Figure 1. Clock wires, drivers and flops.
Scale: 4 px per um.
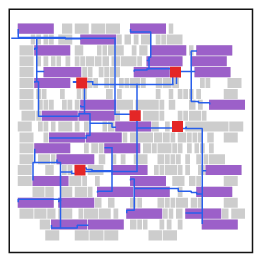
Figure 2. Cell placement.
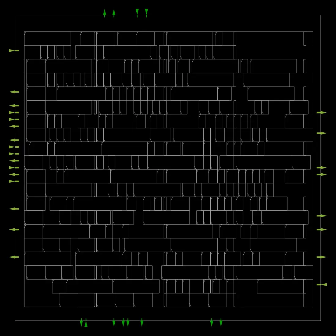
**src/rtl/midi_voice_ctrl_if.sv**
```systemverilog
// Byte stream in from the UART receiver, registered voice controls out.
// Master is the byte source / voice side, slave is the decoder.
interface midi_voice_ctrl_if;
  logic [7:0] rx_data;
  logic       rx_valid;
  logic [6:0] note;
  logic       gate;
  logic [7:0] envelope_attack;
  logic [7:0] envelope_decay;
  logic       msg_strobe;

  modport master (
    output rx_data, rx_valid,
    input  note, gate, envelope_attack, envelope_decay, msg_strobe
  );

  modport slave (
    input  rx_data, rx_valid,
    output note, gate, envelope_attack, envelope_decay, msg_strobe
  );
endinterface

```
**src/rtl/midi_voice_ctrl.sv**
```systemverilog
// MIDI Note On/Off and CC decoder for one voice on one channel, with running status.
// Latency: outputs update one edge after the final data byte; no backpressure, one byte per rx_valid strobe.
module midi_voice_ctrl #(
  parameter int unsigned CHANNEL      = 0,
  parameter int unsigned ATTACK_CC    = 73,
  parameter int unsigned DECAY_CC     = 72,
  parameter logic [7:0]  ATTACK_RESET = 8'h10,
  parameter logic [7:0]  DECAY_RESET  = 8'h40
) (
  input  logic                clk,
  input  logic                rst,
  midi_voice_ctrl_if.slave    bus
);

  typedef enum logic [1:0] {IDLE, SKIP, D1, D2} state_t;

  localparam logic [3:0] CH_NUM     = CHANNEL[3:0];
  localparam logic [6:0] ATK_NUM    = ATTACK_CC[6:0];
  localparam logic [6:0] DEC_NUM    = DECAY_CC[6:0];
  localparam logic [6:0] ALL_OFF_CC = 7'd123;
  localparam logic [3:0] TYPE_OFF   = 4'h8;
  localparam logic [3:0] TYPE_ON    = 4'h9;
  localparam logic [3:0] TYPE_CC    = 4'hB;

  state_t     state_q, state_d;
  logic [3:0] rs_q, rs_d;
  logic [6:0] d1_q, d1_d;
  logic [6:0] note_q, note_d;
  logic       gate_q, gate_d;
  logic [7:0] atk_q, atk_d;
  logic [7:0] dec_q, dec_d;
  logic       strobe_q, strobe_d;

  logic       is_sys, is_status, is_data, type_ok, apply;
  logic [6:0] d2;

  // Real-time bytes (F8-FF) match none of these and so fall through untouched.
  assign is_sys    = bus.rx_valid && (bus.rx_data[7:3] == 5'b11110);
  assign is_status = bus.rx_valid && bus.rx_data[7] && (bus.rx_data[7:4] != 4'hF);
  assign is_data   = bus.rx_valid && !bus.rx_data[7];
  assign type_ok   = (bus.rx_data[3:0] == CH_NUM) &&
                     ((bus.rx_data[7:4] == TYPE_OFF) || (bus.rx_data[7:4] == TYPE_ON) ||
                      (bus.rx_data[7:4] == TYPE_CC));
  assign apply     = is_data && (state_q == D2);
  assign d2        = bus.rx_data[6:0];

  always_ff @(posedge clk or negedge rst) begin
    if (!rst) state_q <= IDLE;
    else      state_q <= state_d;
  end

  always_comb begin
    state_d = state_q;
    if (is_sys) begin
      state_d = SKIP;
    end else if (is_status) begin
      state_d = type_ok ? D1 : SKIP;
    end else if (is_data) begin
      case (state_q)
        D1:      state_d = D2;
        D2:      state_d = D1;
        default: state_d = state_q;
      endcase
    end
  end

  always_comb begin
    rs_d     = rs_q;
    d1_d     = d1_q;
    note_d   = note_q;
    gate_d   = gate_q;
    atk_d    = atk_q;
    dec_d    = dec_q;
    strobe_d = 1'b0;
    if (is_sys) begin
      rs_d = 4'h0;
    end else if (is_status) begin
      rs_d = type_ok ? bus.rx_data[7:4] : 4'h0;
    end else if (is_data && (state_q == D1)) begin
      d1_d = bus.rx_data[6:0];
    end
    if (apply) begin
      strobe_d = 1'b1;
      if ((rs_q == TYPE_ON) && (d2 != 7'd0)) begin
        note_d = d1_q;
        gate_d = 1'b1;
      end else if ((rs_q == TYPE_ON) || (rs_q == TYPE_OFF)) begin
        // Last-note priority: only releasing the sounding note closes the gate.
        if (d1_q == note_q) gate_d = 1'b0;
      end else if (rs_q == TYPE_CC) begin
        if (d1_q == ATK_NUM)    atk_d  = {d2, d2[6]};
        if (d1_q == DEC_NUM)    dec_d  = {d2, d2[6]};
        if (d1_q == ALL_OFF_CC) gate_d = 1'b0;
      end
    end
  end

  always_ff @(posedge clk or negedge rst) begin
    if (!rst) begin
      rs_q     <= 4'h0;
      d1_q     <= 7'd0;
      note_q   <= 7'd0;
      gate_q   <= 1'b0;
      atk_q    <= ATTACK_RESET;
      dec_q    <= DECAY_RESET;
      strobe_q <= 1'b0;
    end else begin
      rs_q     <= rs_d;
      d1_q     <= d1_d;
      note_q   <= note_d;
      gate_q   <= gate_d;
      atk_q    <= atk_d;
      dec_q    <= dec_d;
      strobe_q <= strobe_d;
    end
  end

  assign bus.note            = note_q;
  assign bus.gate            = gate_q;
  assign bus.envelope_attack = atk_q;
  assign bus.envelope_decay  = dec_q;
  assign bus.msg_strobe      = strobe_q;

endmodule

```
**src/flat_wrapper.sv**
```systemverilog
// flat-port wrapper written by rule: the top's interface ports become plain ports
module midi_voice_ctrl_flat 
#(
  parameter int unsigned CHANNEL      = 0,
  parameter int unsigned ATTACK_CC    = 73,
  parameter int unsigned DECAY_CC     = 72,
  parameter logic [7:0]  ATTACK_RESET = 8'h10,
  parameter logic [7:0]  DECAY_RESET  = 8'h40
)
  (clk, rst, bus_rx_data, bus_rx_valid, bus_note, bus_gate, bus_envelope_attack, bus_envelope_decay, bus_msg_strobe);
  midi_voice_ctrl_if bus_i ();
  input  logic clk;
  input  logic rst;
  input wire logic [$bits(bus_i.rx_data)-1:0] bus_rx_data;
  input wire logic [$bits(bus_i.rx_valid)-1:0] bus_rx_valid;
  output wire logic [$bits(bus_i.note)-1:0] bus_note;
  output wire logic [$bits(bus_i.gate)-1:0] bus_gate;
  output wire logic [$bits(bus_i.envelope_attack)-1:0] bus_envelope_attack;
  output wire logic [$bits(bus_i.envelope_decay)-1:0] bus_envelope_decay;
  output wire logic [$bits(bus_i.msg_strobe)-1:0] bus_msg_strobe;
  assign bus_i.rx_data = bus_rx_data;
  assign bus_i.rx_valid = bus_rx_valid;
  assign bus_note = bus_i.note;
  assign bus_gate = bus_i.gate;
  assign bus_envelope_attack = bus_i.envelope_attack;
  assign bus_envelope_decay = bus_i.envelope_decay;
  assign bus_msg_strobe = bus_i.msg_strobe;
  midi_voice_ctrl #(.CHANNEL(CHANNEL), .ATTACK_CC(ATTACK_CC), .DECAY_CC(DECAY_CC), .ATTACK_RESET(ATTACK_RESET), .DECAY_RESET(DECAY_RESET)) u_core (.clk(clk), .rst(rst), .bus(bus_i));
endmodule
```
**config.mk**
```make
export PLATFORM = sky130hd
export DESIGN_NAME = midi_voice_ctrl_flat
export DESIGN_NICKNAME = d
export VERILOG_FILES = /design/src/rtl/midi_voice_ctrl_if.sv /design/src/rtl/midi_voice_ctrl.sv /design/src/flat_wrapper.sv
export SDC_FILE = /design/constraint.sdc
export NUM_CORES = 1
export LEC_CHECK = 0
export ABC_AREA = 1
export CORE_MARGIN = 1.5
export CORE_UTILIZATION = 54
export DETAILED_ROUTE_END_ITERATION = 16
export GPL_TIMING_DRIVEN = 0
export PLACE_DENSITY = 0.83
export SYNTH_ARGS = -nofsm -noshare
export SYNTH_HDL_FRONTEND = slang
export SYNTH_SLANG_ARGS = --single-unit
```
**constraint.sdc**
```tcl
create_clock -name clk -period 4.1 [get_ports clk]
set_clock_uncertainty 0.1 [all_clocks]
set_input_delay 0.82 -clock clk [delete_from_list [all_inputs] [get_ports clk]]
set_output_delay 0.82 -clock clk [all_outputs]
set_load 0.005 [all_outputs]
```
==> Changelog: implementation <==
### Metrics

* Status: finished clean
* Worst Hold Depth at 2
* Worst reg2reg path depth at 6
* Top cell category: flip-flops and latches
* Adder share at 0%
* Crit. End Element: output port
* Worst path max stage delay at between 500 and 600 ps
* RR Startpoint: u_core.d1_q[2]
* Pins Over Slew Limit at 0
* Buffering overhead at roughly 17%
* Share of the synthesized area in the top cell type at a little under half
* Vias in the first global route at 1329
* Die height at around 60 um
* Hold path startpoint: u_core.bus.gate
* VDD IR-drop max at between 0.0002 and 0.00025 V
* Placement Setup Slack at 1660 ps
* DRC Markers at 0
* Nets at approximately 270
* # diodes at 0
* Distinct lib cells used at 27
* Mapped Nets at between 200 and 250
* Hold crit path type: flip-flop to flip-flop
* Tool warnings at 26
* Die W at 60.4 um
* DP Wirelength at ~2600 um
* Ratio of cells with drive above 1 in the final layout at ~17%
* Hold violation total from the final report at 0
* IO Count at 36
About Figure 1:
clock-net drivers: in red, count 5. clock wires: in blue, length 416 um. flip-flops: in purple, count 36.
Position of the flops: all over the die. There are 6 routed clock nets.
Clk. pwr: 0.244 mW
Worst-Skew Late Latency: 340 ps
Clk pwr share: 29.0%

About Figure 2:
Layout Utilization: 72.7%
flop share of the area: 40.0%
n_taps: 44

cells in the final DEF, fill, tap and decap left out, types with 3 or more instances in the layout:
| master | Yosys | layout |
|---|---|---|
| dfrtp_1 | 34 | 34 |
| inv_1 | 19 | 19 |
| nor2_1 | 12 | 12 |
| nor2_4 | 4 | 4 |
| inv_2 | 7 | 7 |
| nand2_2 | 6 | 6 |
| o21ai_2 | 7 | 7 |
| nand3_1 | 7 | 7 |
| o21ai_1 | 5 | 5 |
| clkbuf_4 | 0 | 5 |
| nand2_1 | 77 | 77 |
| clkdlybuf4s50_1 | 0 | 34 |
| o21ai_0 | 10 | 10 |
| xnor2_1 | 3 | 3 |
kinds of logic after synthesis:
logic type	after synthesis
and+or+nand+nor	116
xor gates and xnor gates	4
AOI/OAI and AO/OA	25
buffers and inverters	31
DFF	36
Power and IR drop assume default switching activity.
